**src/rtl/ble_iq_link_arbiter.sv**
```systemverilog
// Round-robin burst arbiter sharing one valid/ready BLE IQ link between RE and IM sample FIFOs.
// Optional feature macro: LINK_PARITY_EN adds link_parity = ^{link_sel,link_data}, registered with the beat.
module ble_iq_link_arbiter #(
   parameter int DATA_W     = 12,
   parameter int FIFO_DEPTH = 4,
   parameter int BURST_MAX  = 4
) (
   input  logic              SYS_FCLK,
   input  logic              RESET,
   input  logic              enable,
   input  logic              valid_in_re,
   input  logic [DATA_W-1:0] data_in_re,
   input  logic              valid_in_im,
   input  logic [DATA_W-1:0] data_in_im,
   output logic              link_valid,
   output logic [DATA_W-1:0] link_data,
   output logic              link_sel,
   input  logic              link_ready,
   input  logic              clr_ovf,
   output logic              ovf_re,
   output logic              ovf_im
`ifdef LINK_PARITY_EN
   ,
   output logic              link_parity
`endif
);
   localparam int AW = $clog2(FIFO_DEPTH);
   localparam int CW = $clog2(BURST_MAX + 1);

   typedef enum logic [1:0] {IDLE, OWN_RE, OWN_IM} state_t;

   state_t            state_q, state_d;
   logic [CW-1:0]     cnt_q, cnt_d;
   logic              rr_q, rr_d;
   logic              vld_q, sel_q;
   logic [DATA_W-1:0] data_q;
   logic              ovf_re_q, ovf_re_d, ovf_im_q, ovf_im_d;

   // Stream index 0 = RE, 1 = IM throughout the FIFO arrays.
   logic [DATA_W-1:0] mem_q [2][FIFO_DEPTH];
   logic [AW:0]       wr_q [2];
   logic [AW:0]       rd_q [2];
   logic [DATA_W-1:0] din [2];
   logic [DATA_W-1:0] dout [2];
   logic [1:0]        push, pop, empty, full, push_ok, drop;

   logic load, load_sel, load_opp;
   logic own, own_ne, oth_ne;

   assign push    = {valid_in_im, valid_in_re};
   assign din[0]  = data_in_re;
   assign din[1]  = data_in_im;
   assign pop     = {load & load_sel, load & ~load_sel};

   always_comb begin
      for (int s = 0; s < 2; s++) begin
         empty[s]   = (wr_q[s] == rd_q[s]);
         full[s]    = (wr_q[s][AW] != rd_q[s][AW]) && (wr_q[s][AW-1:0] == rd_q[s][AW-1:0]);
         push_ok[s] = push[s] && (!full[s] || pop[s]);
         drop[s]    = push[s] && !push_ok[s];
         dout[s]    = mem_q[s][rd_q[s][AW-1:0]];
      end
   end

   always_ff @(posedge SYS_FCLK or posedge RESET) begin
      if (RESET) begin
         for (int s = 0; s < 2; s++) begin
            wr_q[s] <= '0;
            rd_q[s] <= '0;
         end
      end else begin
         for (int s = 0; s < 2; s++) begin
            if (push_ok[s]) wr_q[s] <= wr_q[s] + (AW+1)'(1);
            if (pop[s])     rd_q[s] <= rd_q[s] + (AW+1)'(1);
         end
      end
   end

   always_ff @(posedge SYS_FCLK) begin
      for (int s = 0; s < 2; s++) begin
         if (push_ok[s]) mem_q[s][wr_q[s][AW-1:0]] <= din[s];
      end
   end

   assign load_opp = enable && (!vld_q || link_ready);
   assign own      = (state_q == OWN_IM);
   assign own_ne   = own ? !empty[1] : !empty[0];
   assign oth_ne   = own ? !empty[0] : !empty[1];

   always_comb begin
      state_d  = state_q;
      cnt_d    = cnt_q;
      rr_d     = rr_q;
      load     = 1'b0;
      load_sel = 1'b0;
      if (!enable) begin
         state_d = IDLE;
         cnt_d   = '0;
      end else if (load_opp) begin
         case (state_q)
            IDLE: begin
               if (!empty[0] || !empty[1]) begin
                  load     = 1'b1;
                  load_sel = (!empty[0] && !empty[1]) ? rr_q : empty[0];
                  state_d  = load_sel ? OWN_IM : OWN_RE;
                  cnt_d    = CW'(1);
               end
            end
            default: begin
               if (own_ne && (cnt_q < CW'(BURST_MAX))) begin
                  load     = 1'b1;
                  load_sel = own;
                  cnt_d    = cnt_q + CW'(1);
               end else if (oth_ne) begin
                  // Hand over to the waiting stream; rr remembers the previous owner.
                  load     = 1'b1;
                  load_sel = !own;
                  state_d  = own ? OWN_RE : OWN_IM;
                  cnt_d    = CW'(1);
                  rr_d     = own;
               end else if (own_ne) begin
                  load     = 1'b1;
                  load_sel = own;
                  cnt_d    = CW'(1);
               end else begin
                  state_d = IDLE;
                  cnt_d   = '0;
               end
            end
         endcase
      end
   end

   assign ovf_re_d = drop[0] | (ovf_re_q & ~clr_ovf);
   assign ovf_im_d = drop[1] | (ovf_im_q & ~clr_ovf);

   always_ff @(posedge SYS_FCLK or posedge RESET) begin
      if (RESET) begin
         state_q  <= IDLE;
         cnt_q    <= '0;
         rr_q     <= 1'b0;
         vld_q    <= 1'b0;
         sel_q    <= 1'b0;
         data_q   <= '0;
         ovf_re_q <= 1'b0;
         ovf_im_q <= 1'b0;
      end else begin
         state_q  <= state_d;
         cnt_q    <= cnt_d;
         rr_q     <= rr_d;
         ovf_re_q <= ovf_re_d;
         ovf_im_q <= ovf_im_d;
         if (load) begin
            vld_q  <= 1'b1;
            sel_q  <= load_sel;
            data_q <= load_sel ? dout[1] : dout[0];
         end else if (link_ready) begin
            vld_q <= 1'b0;
         end
      end
   end

`ifdef LINK_PARITY_EN
   logic parity_q;
   always_ff @(posedge SYS_FCLK or posedge RESET) begin
      if (RESET)     parity_q <= 1'b0;
      else if (load) parity_q <= ^{load_sel, (load_sel ? dout[1] : dout[0])};
   end
   assign link_parity = parity_q;
`endif

   assign link_valid = vld_q;
   assign link_data  = data_q;
   assign link_sel   = sel_q;
   assign ovf_re     = ovf_re_q;
   assign ovf_im     = ovf_im_q;

endmodule
```
**config.mk**
```make
export PLATFORM = sky130hd
export DESIGN_NAME = ble_iq_link_arbiter
export DESIGN_NICKNAME = d
export VERILOG_FILES = /design/src/rtl/ble_iq_link_arbiter.sv
export SDC_FILE = /design/constraint.sdc
export NUM_CORES = 1
export LEC_CHECK = 0
export ABC_AREA = 1
export CAP_MARGIN = 20
export CORE_UTILIZATION = 55
export DETAILED_ROUTE_END_ITERATION = 8
export PLACE_DENSITY = 0.76
export SLEW_MARGIN = 20
export SYNTH_ARGS = -nofsm -noshare
export SYNTH_HDL_FRONTEND = slang
export SYNTH_SLANG_ARGS = --single-unit
```
**constraint.sdc**
```tcl
create_clock -name SYS_FCLK -period 7.63 [get_ports SYS_FCLK]
set_input_delay 1.526 -clock SYS_FCLK [delete_from_list [all_inputs] [get_ports SYS_FCLK]]
set_output_delay 1.526 -clock SYS_FCLK [all_outputs]
set_load 0.02 [all_outputs]
```
Fig. 1: run 1, routed metal, one color a layer
(4 px per micron) Two of the layers only.
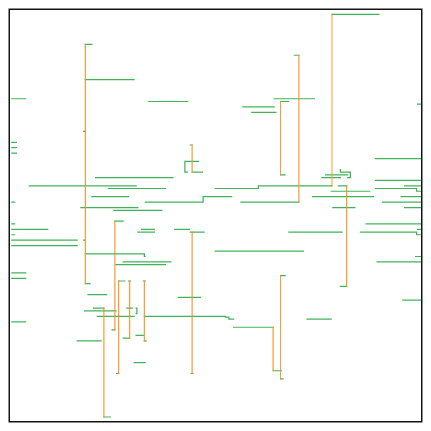
M4: drawn in orange, wire length 369 microns. M3: drawn in green, wire length 636 microns.
Routed wire per std cell: 17.4 microns
final routed wirelength across all metal layers: 11900 microns
overall track demand over capacity in global routing: 25.0%
number of vias after detailed routing: 3816

Fig. 2: run 1, metal 4
(4 px per micron) Supply wires on this layer in gray.
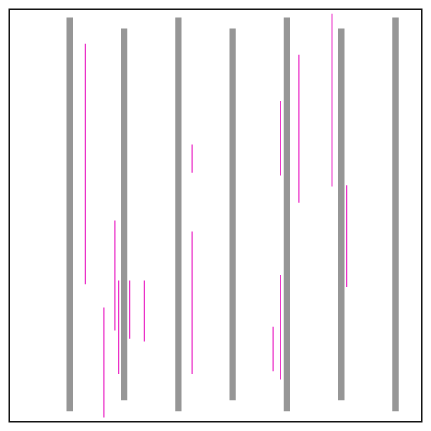
The wires run mostly vertical. 10 nets have wire on it. The longest straight run is 59.8 microns.

Fig. 3: run 1, routing congestion map
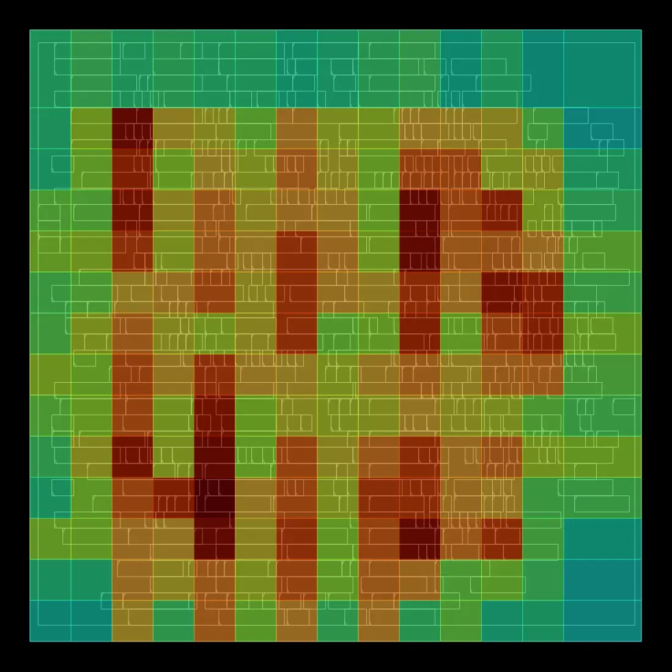
routing usage on met3: 5.15%
Final Core Density: 68.4%

==> run 1: cell families after synthesis <==
family	synth area share, %
AOI/OAI and AO/OA	8.15
xor gates and xnor gates	1.23
adders and majority gates	2.46
buffers and inverters	4.32
DFF	66.8
and+or+nand+nor	17.0
==> run 1: metrics by stage <==
stage | hold WS (ns) | area [sq um]
5_1_grt | 0.541 | 6720
2_1_floorplan | 0.473 | 5590
3_3_place_gp | 0.479 | 6120
3_5_place_dp | 0.489 | 6120
6_report | 0.506 | 6720
4_1_cts | 0.504 | 6710
==> run 1: how the worst max path moves through the flow <==
stage	start	end	slack, ns
finish	link_ready	mem_q[0][92]	3.77
global placement	link_ready	mem_q[0][84]	3.37
global route	rd_q[3]	mem_q[0][92]	3.52
detailed placement	link_ready	mem_q[0][95]	3.24
floorplan	link_ready	mem_q[0][60]	4.42
CTS	link_ready	mem_q[0][92]	3.76
==> run 1: power by group <==
part           internal [uW]  switching, uW
logic                    305            554
registers                962            149
clock network            529            284
==> run 1: worst min-delay path, cell delays in order, from the launching register on <==
cell,delay [ns]
sky130_fd_sc_hd__dfrtp_1,0.35
sky130_fd_sc_hd__nand2_1,0.06
sky130_fd_sc_hd__nand3b_1,0.07
==> run 1: final cells by class <==
| class | instances | area [sq um] |
|---|---|---|
| fillers | 729 | 3100 |
| inverters | 37 | 144 |
| well taps | 133 | 166 |
| clock inverters | 10 | 159 |
| repair buffers | 47 | 468 |
| flip-flops and latches | 130 | 3730 |
| multi-input cells | 307 | 1610 |
| clock buffers | 22 | 433 |
==> run 1: flip-flops by register name, indices dropped and copies added, names as in the netlist <==
signal      flops
mem_q          96
link_data      12
rd_q            6
wr_q            6
cnt_q           3
state_q         2
link_sel        1
link_valid      1
ovf_im          1
ovf_re          1
rr_q            1
==> out/summary.json, run 1 <==
{
  "run_status": {"value": "complete, no violations"},
  "cp_max_fo": {"value": 32},
  "core-area": {"value": 9820, "unit": "sq um"},
  "yosysUniqueCellTypes": {"value": 29},
  "cp.required": {"value": 7.77, "unit": "ns"},
  "postRouteAntennaNets": {"value": 0},
  "yosys-top-cells-area": {"value": "sky130_fd_sc_hd__edfxtp_1 (52%), sky130_fd_sc_hd__dfrtp_1 (15%), sky130_fd_sc_hd__nor2_1 (5.8%)"},
  "tightest_slew": {"value": 1.03, "unit": "ns"},
  "numPlacedInstances": {"value": 654},
  "syn_area_per_cell": {"value": 11.3, "unit": "sq um"},
  "mappedNetlistNets": {"value": 535},
  "hold-path-endpoint": {"value": "link_data[4]"},
  "met2RoutedLength": {"value": 6220, "unit": "microns"},
  "ys_cells": {"value": 493},
  "cp_slowest_cell": {"value": "sky130_fd_sc_hd__nor2_1"},
  "tritoncts": {"value": "built"},
  "postcts_setup_bufs": {"value": 0},
  "non_filler_instances": {"value": 686},
  "rr_worst_depth": {"value": 10},
  "finalSetupViolCount": {"value": 0},
  "drt_iter0_drc": {"value": 238},
  "post_cts.resized_instances": {"value": 0},
  "synthesis.area": {"value": 5590, "unit": "sq um"},
  "first_global_vias": {"value": 3944},
  "synth_seq_share": {"value": 66.8, "unit": "%"},
  "final-max-slew-violation-count": {"value": 0},
  "grt_first_pass_wirelength": {"value": 19000, "unit": "microns"},
  "worst-path-buf-inv": {"value": 3},
  "async_flop_share": {"value": 26.2, "unit": "%"},
  "edf_count": {"value": 96},
  "pin_count_of_the_biggest_net_entering_global_routing": {"value": 35},
  "drc_errors": {"value": 0},
  "vias_per_cell": {"value": 5.56},
  "dominantRegCellSynth": {"value": "sky130_fd_sc_hd__edfxtp_1"},
  "crit-reg2reg-capture": {"value": "mem_q[0][92]"}
}
==> run 2, diff against run 1 <==
clock period = 3.6 ns   (was 7.63 ns; I/O delays follow)
Fig. 4: run 2, routing congestion map
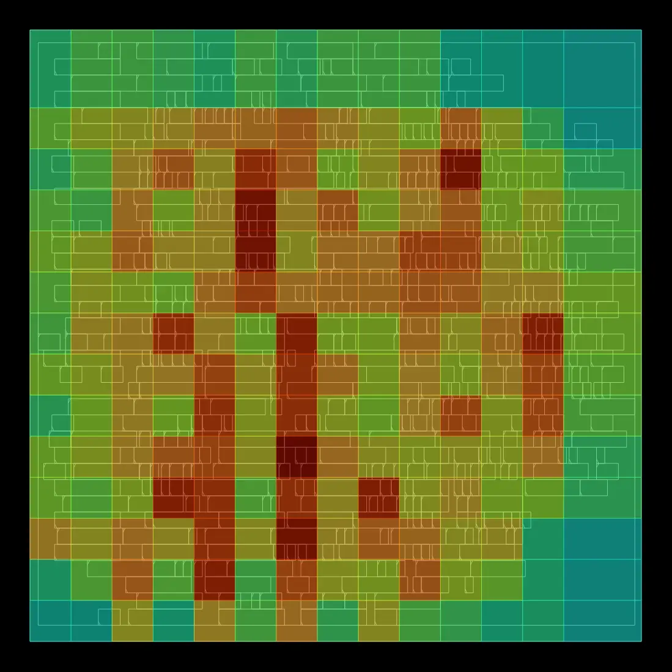
met1 capacity usage during global routing: 28.7%
Routed wire per std cell: 16.8 microns
highest-utilization routing layer at the global route stage: met2
met2 Usage GRT: 42.2%

Fig. 5: run 2, register map, names as in the netlist
(4 px per micron)
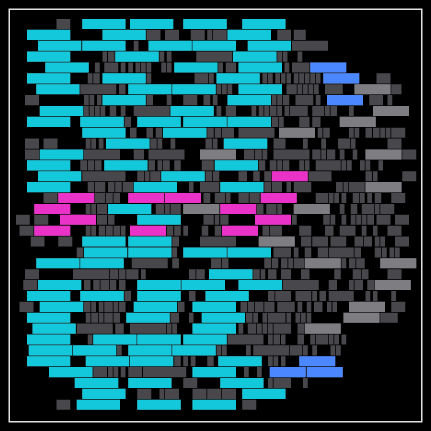
`wr_q`: drawn in blue, placed flops 6. `link_data`: drawn in magenta, placed flops 12. `mem_q`: drawn in cyan, placed flops 96.
Another 16 sequential cells are not colored.
power in sequential cells: 2240 uW
Final Core Density: 68.8%

==> out/summary.json, run 2 <==
{
  "largest_reg_flops": {"value": 96, "change": "unchanged"},
  "run_status": {"value": "complete, no violations", "change": "unchanged"},
  "power.share.switching": {"value": 36.0, "unit": "%", "change": "was 35.5%"},
  "cp_slowest_cell": {"value": "sky130_fd_sc_hd__nor2_1", "change": "unchanged"},
  "grt_first_pass_wirelength": {"value": 18500, "unit": "microns", "change": "was 19000 microns"},
  "met2RoutedLength": {"value": 6070, "unit": "microns", "change": "was 6220 microns"},
  "yosysUniqueCellTypes": {"value": 29, "change": "unchanged"},
  "hold-worst-slack": {"value": 0.515, "unit": "ns", "change": "was 0.506 ns"},
  "final-max-slew-violation-count": {"value": 0, "change": "unchanged"},
  "detail_route.wirelength": {"value": 11700, "unit": "microns", "change": "was 11900 microns"},
  "drc_errors": {"value": 0, "change": "unchanged"},
  "layout.cell_area.non_filler": {"value": 6760, "unit": "sq um", "change": "was 6720 sq um"},
  "edf_count": {"value": 96, "change": "unchanged"},
  "pin_count_of_the_biggest_net_entering_global_routing": {"value": 35, "change": "unchanged"},
  "seq_power_share": {"value": 38.6, "unit": "%", "change": "was 39.9%"},
  "async_flop_share": {"value": 26.2, "unit": "%", "change": "unchanged"},
  "non_filler_instances": {"value": 695, "change": "was 686"},
  "combinational_cell_area_excluding_buffers_and_inverters": {"value": 1610, "unit": "sq um", "change": "about the same"},
  "cp_max_fo": {"value": 14, "change": "was 32"},
  "postcts_setup_bufs": {"value": 0, "change": "unchanged"},
  "yosys-top-cells-area": {"value": "sky130_fd_sc_hd__edfxtp_1 (52%), sky130_fd_sc_hd__dfrtp_1 (15%), sky130_fd_sc_hd__nor2_1 (5.8%)", "change": "unchanged"},
  "dr_total_vias": {"value": 3832, "change": "was 3816"},
  "clock_network_power": {"value": 1590, "unit": "uW", "change": "was 813 uW"},
  "drt_iter0_drc": {"value": 246, "change": "was 238"},
  "first_global_vias": {"value": 3823, "change": "was 3944"},
  "vias_per_cell": {"value": 5.51, "change": "was 5.56"},
  "hold-path-endpoint": {"value": "state_q[1]", "change": "was link_data[4]"},
  "nFillCells": {"value": 749, "change": "was 729"},
  "ys_cells": {"value": 493, "change": "unchanged"},
  "p_int": {"value": 3710, "unit": "uW", "change": "was 1800 uW"},
  "power_frac_clock": {"value": 27.5, "unit": "%", "change": "was 29.2%"},
  "postRouteAntennaNets": {"value": 0, "change": "unchanged"},
  "comb_power_share": {"value": 33.8, "unit": "%", "change": "was 30.8%"},
  "cp.required": {"value": 3.72, "unit": "ns", "change": "was 7.77 ns"},
  "seq_area": {"value": 3730, "unit": "sq um", "change": "unchanged"},
  "dominantRegCellSynth": {"value": "sky130_fd_sc_hd__edfxtp_1", "change": "unchanged"},
  "tightest_slew": {"value": 1.03, "unit": "ns", "change": "about the same"},
  "crit-reg2reg-capture": {"value": "mem_q[0][16]", "change": "was mem_q[0][92]"},
  "synth_seq_share": {"value": 66.8, "unit": "%", "change": "unchanged"}
}
Fig. 6: run 2, metal 4
(4 px per micron) Supply wires on this layer in gray.
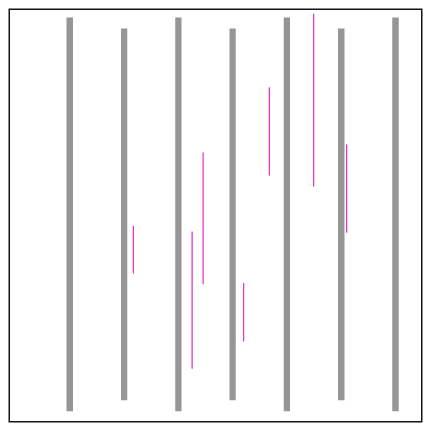
The longest straight run is 42.8 microns. 6 nets have wire on it. The layer holds 1.5% of the routed length.

## run 2: cell counts after synthesis
No cell type changed its count.
## run 2: worst reg2reg max path: stages (launching register included)
cell	delay, ns
sky130_fd_sc_hd__dfrtp_1	0.37
sky130_fd_sc_hd__inv_1	0.31
sky130_fd_sc_hd__nand2_1	0.10
sky130_fd_sc_hd__nand2_1	0.15
sky130_fd_sc_hd__nand3_4	0.13
sky130_fd_sc_hd__nor2_4	0.16
sky130_fd_sc_hd__nand2_2	0.07
sky130_fd_sc_hd__nand2_2	0.10
sky130_fd_sc_hd__nor2_4	0.05
sky130_fd_sc_hd__nand3_4	0.07
sky130_fd_sc_hd__nand2_4	0.08
sky130_fd_sc_hd__nand2_4	0.09
sky130_fd_sc_hd__nand2_4	0.08
sky130_fd_sc_hd__nor2_1	0.79
## run 2: worst max-delay path by stage
stage	to	start	slack [ns]	depth (start not counted)
after CTS	mem_q[0][21]	rd_q[0]	0.66	11
after global placement	mem_q[0][26]	link_ready	0.57	12
after global routing	mem_q[0][16]	rd_q[4]	0.43	13
final	mem_q[0][16]	rd_q[4]	0.67	13
after detailed placement	mem_q[0][29]	link_ready	0.48	12
after floorplan	mem_q[0][72]	link_ready	1.19	10
## run 2: cell families (layout without fill, tap and decap cells)
group                    count (synthesis)  after routing  share of synthesized area, %
flip-flops                             130            130                          66.8
AND-OR/OR-AND                           86             86                          8.15
buffers and inverters                   56            125                          4.32
adder cells (fa/ha/maj)                 11             11                          2.46
AND/OR/NAND/NOR                        203            203                          17.0
XOR/XNOR                                 7              7                          1.23
## run 2: layout make-up
cell class	count	area share, %
clock inverters	13	2.07
repair buffers	57	8.04
clock buffers	18	6.19
multi-input cells	307	23.8
inverters	37	2.13
well taps	133	2.46
flip-flops and latches	130	55.3
==> run 3, diff against run 2 <==
clock period = 3 ns   (was 3.6 ns; I/O delays follow)
Fig. 7: run 3, signal wires on met1
(6 px per micron) Supply wires on this layer in gray. Cells faint in the background.
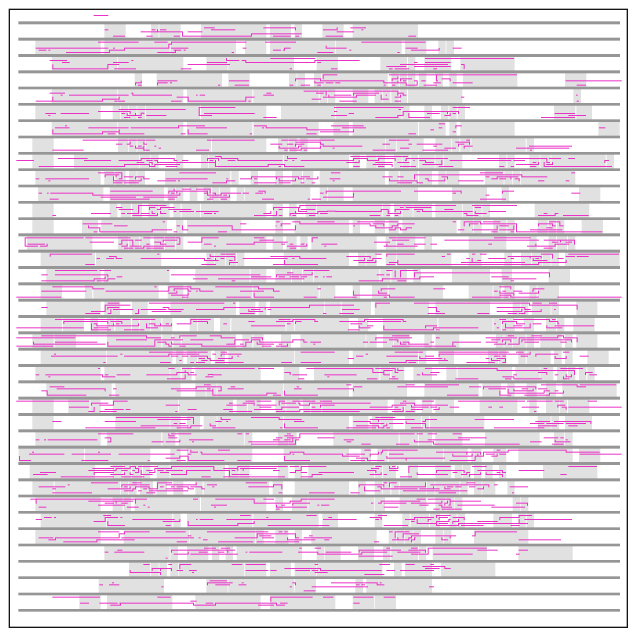
550 nets have wire on it. The layer holds 39% of the routed length. The wires run mostly horizontal. The longest straight run is 26.0 microns. The layer carries 4680 microns of wire.
met1 capacity usage during global routing: 29.8%
final routed wirelength across all metal layers: 12100 microns
number of vias after detailed routing: 3860

Fig. 8: run 3, metal 4
(4 px per micron) Supply wires on this layer in gray.
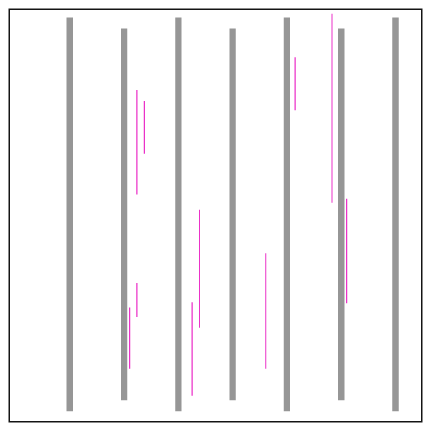
The longest straight run is 46.9 microns. The layer carries 229 microns of wire. 8 nets have wire on it.

==> out/summary.json, run 3 <==
{
  "fp-utilization": {"value": 56.9, "unit": "%", "change": "unchanged"},
  "antenna_cells": {"value": 0, "change": "unchanged"},
  "busiest_layer": {"value": "met2", "change": "unchanged"},
  "cts.sinks": {"value": 130, "change": "unchanged"},
  "critical_path.startpoint": {"value": "rd_q[4]", "change": "unchanged"},
  "post_cts.resized_instances": {"value": 0, "change": "unchanged"},
  "cts_hold_repair.buffers": {"value": 0, "change": "unchanged"},
  "hold_path.class": {"value": "in2async", "change": "was reg2reg"},
  "finalSetupViolCount": {"value": 0, "change": "unchanged"},
  "clkTransAtPathRegs": {"value": 0.06, "unit": "ns", "change": "about the same"},
  "fp.dieW": {"value": 103, "unit": "microns", "change": "unchanged"},
  "cp.required": {"value": 3.21, "unit": "ns", "change": "was 3.72 ns"},
  "first_global_vias": {"value": 3879, "change": "was 3823"},
  "irDropWorstVdd": {"value": 0.560, "unit": "mV", "change": "was 0.472 mV"},
  "groute.layer.met2.usage": {"value": 45.0, "unit": "%", "change": "was 42.2%"},
  "postPlaceCellArea": {"value": 6230, "unit": "sq um", "change": "was 6200 sq um"},
  "vias_per_cell": {"value": 5.51, "change": "about the same"},
  "finalWeightedCongestion": {"value": 0.920, "change": "was 0.887"},
  "tightest_slew": {"value": 0.505, "unit": "ns", "change": "was 1.03 ns"},
  "fmax": {"value": 381, "unit": "MHz", "change": "was 341 MHz"},
  "yosysUniqueCellTypes": {"value": 29, "change": "unchanged"},
  "rr_worst_depth": {"value": 11, "change": "was 13"},
  "mappedNetlistNets": {"value": 535, "change": "unchanged"},
  "most_frequent_cells_after_synthesis": {"value": "sky130_fd_sc_hd__edfxtp_1 (96), sky130_fd_sc_hd__nor2_1 (87), sky130_fd_sc_hd__nand2_1 (60), sky130_fd_sc_hd__o21ai_0 (55)", "change": "unchanged"},
  "post_synth_inst_count": {"value": 493, "change": "unchanged"},
  "numPlacedInstances": {"value": 668, "change": "was 664"},
  "worst-path-buf-inv": {"value": 2, "change": "was 1"},
  "synth_seq_share": {"value": 66.8, "unit": "%", "change": "unchanged"},
  "worst_path_cell_trace": {"value": "inv_1, nand2_1, nand2_1, nand4_1, nand3_1, nand3_1, nand3_4, nand2_1, nand2_2, nor2_1, buf_4", "change": "was inv_1, nand2_1, nand2_1, nand3_4, nor2_4, nand2_2, nand2_2, nor2_4, nand3_4, nand2_4, nand2_4, nand2_4, nor2_1"},
  "area_growth": {"value": 21.9, "unit": "%", "change": "was 20.9%"},
  "setup.worst_path.start_class": {"value": "flop", "change": "unchanged"},
  "postRouteAntennaNets": {"value": 0, "change": "unchanged"},
  "edf_count": {"value": 96, "change": "unchanged"},
  "drt_iter0_drc": {"value": 341, "change": "was 246"},
  "yosys-top-cells-area": {"value": "sky130_fd_sc_hd__edfxtp_1 (52%), sky130_fd_sc_hd__dfrtp_1 (15%), sky130_fd_sc_hd__nor2_1 (5.8%)", "change": "unchanged"},
  "async_flop_share": {"value": 26.2, "unit": "%", "change": "unchanged"},
  "postcts_setup_bufs": {"value": 0, "change": "unchanged"},
  "hold-worst-slack": {"value": 0.493, "unit": "ns", "change": "was 0.515 ns"},
  "layout.cell_area.non_filler": {"value": 6810, "unit": "sq um", "change": "was 6760 sq um"},
  "tritoncts": {"value": "built", "change": "unchanged"},
  "pin_count_of_the_biggest_net_entering_global_routing": {"value": 35, "change": "unchanged"},
  "clk_latency": {"value": 0.51, "unit": "ns", "change": "about the same"},
  "cp_slowest_cell": {"value": "sky130_fd_sc_hd__dfrtp_1", "change": "was sky130_fd_sc_hd__nor2_1"},
  "preCtsSetupSlack": {"value": 0.256, "unit": "ns", "change": "was 0.479 ns"},
  "layout-drive-gt1-share": {"value": 10.9, "unit": "%", "change": "was 10.5%"},
  "ys_cells": {"value": 493, "change": "unchanged"},
  "grt_first_pass_wirelength": {"value": 19300, "unit": "microns", "change": "was 18500 microns"},
  "worstPathArrival": {"value": 2.84, "unit": "ns", "change": "was 3.06 ns"},
  "tns": {"value": 0, "unit": "ns", "change": "unchanged"},
  "nets": {"value": 596, "change": "was 592"},
  "largest_reg_flops": {"value": 96, "change": "unchanged"},
  "dominantRegCellSynth": {"value": "sky130_fd_sc_hd__edfxtp_1", "change": "unchanged"},
  "timing.rr.start": {"value": "rd_q[4]", "change": "unchanged"},
  "tool_warnings": {"value": 32, "change": "unchanged"},
  "yosys_warnings": {"value": 0, "change": "unchanged"},
  "final-max-slew-violation-count": {"value": 0, "change": "unchanged"},
  "fin_total_pwr": {"value": 7110, "unit": "uW", "change": "was 5800 uW"},
  "worst_path_dominant_cell_family": {"value": "simple AND/OR/NAND/NOR gates", "change": "unchanged"},
  "num_io_pins": {"value": 47, "change": "unchanged"},
  "layout.core_utilization": {"value": 69.4, "unit": "%", "change": "was 68.8%"},
  "run_status": {"value": "complete, no violations", "change": "unchanged"},
  "timing.critical_path.depth": {"value": 11, "change": "was 13"},
  "drc_errors": {"value": 0, "change": "unchanged"},
  "numCtsBuffers": {"value": 17, "change": "unchanged"},
  "maxSlewHeadroom": {"value": 66.4, "unit": "%", "change": "was 31.1%"},
  "non_filler_instances": {"value": 700, "change": "was 695"},
  "leakagePower": {"value": 0.00265, "unit": "uW", "change": "was 0.00261 uW"},
  "core-area": {"value": 9820, "unit": "sq um", "change": "unchanged"},
  "syn_area_per_cell": {"value": 11.3, "unit": "sq um", "change": "unchanged"},
  "remaining_overflow_grt": {"value": 0, "change": "unchanged"},
  "synthesis.area": {"value": 5590, "unit": "sq um", "change": "unchanged"},
  "cp_max_fo": {"value": 17, "change": "was 14"},
  "post-route-worst-setup-slack": {"value": 0.374, "unit": "ns", "change": "was 0.667 ns"}
}
Fig. 9: run 3, routing congestion map
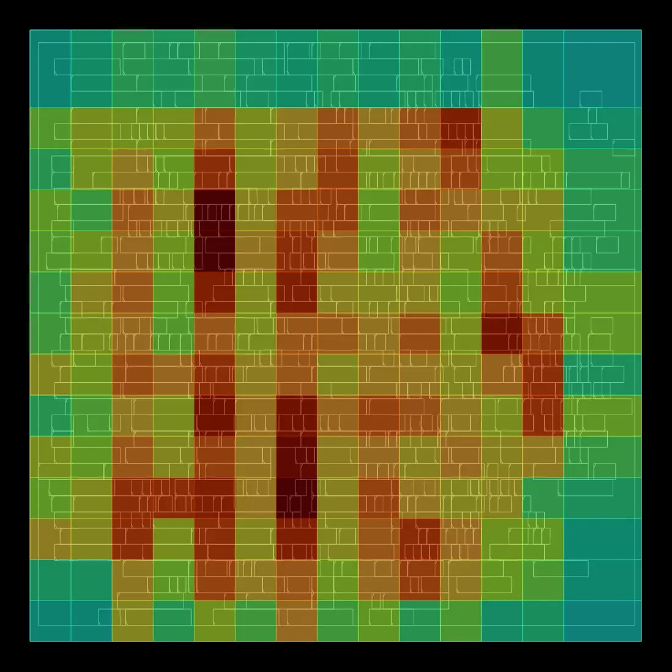
Routed wire per std cell: 17.2 microns
routing usage on met3: 6.10%
overall track demand over capacity in global routing: 25.1%

-- run 3: cell count changes in the layout (fill, tap and decap cells not counted) --
| cell | previous run | this run |
|---|---|---|
| sky130_fd_sc_hd__clkinv_2 | 2 | 1 |
| sky130_fd_sc_hd__buf_4 | 11 | 15 |
| sky130_fd_sc_hd__bufinv_16 | 2 | 3 |
| sky130_fd_sc_hd__clkinv_4 | 5 | 4 |
| sky130_fd_sc_hd__inv_6 | 0 | 1 |
| sky130_fd_sc_hd__clkinvlp_4 | 3 | 2 |
| sky130_fd_sc_hd__clkinv_1 | 1 | 2 |
| sky130_fd_sc_hd__clkbuf_1 | 1 | 2 |
-- run 3: cell type report --
class / instances / area (sq um)
clock buffers: 19 / 422
clock inverters: 13 / 161
fillers: 720 / 3010
inverters: 37 / 144
multi-input cells: 307 / 1610
flip-flops and latches: 130 / 3730
well taps: 133 / 166
repair buffers: 61 / 573
-- run 3: where the power goes --
part           switching [uW]  leakage, uW  internal (uW)
clock network             740     0.000277           1260
logic                    1510      0.00107            856
registers                 297      0.00130           2440
-- run 3: final timing paths --
kind | end | slack (ns)
min in group SYS_FCLK | state_q[1] | 0.51
worst max-delay path | mem_q[0][85] | 0.37
worst min-delay path | ovf_re | 0.49
worst max register to register | mem_q[0][85] | 0.37
max in group asynchronous | link_data[4] | 2.19
worst min register to register | state_q[1] | 0.51
-- run 3: cells by family after synthesis --
kind of cell / after synthesis / share of synthesized area [%]
AND-OR/OR-AND: 86 / 8.15
XOR/XNOR: 7 / 1.23
adder cells (fa/ha/maj): 11 / 2.46
buffers and inverters: 56 / 4.32
flip-flops: 130 / 66.8
AND/OR/NAND/NOR: 203 / 17.0
-- run 3: routing by layer --
layer  routed length [microns]  share of wire, %
met1                      4680                39
met2                      6470                54
met3                       683               5.7
met4                       228               1.9
met5                         0                 0
Power and IR drop assume default switching activity.
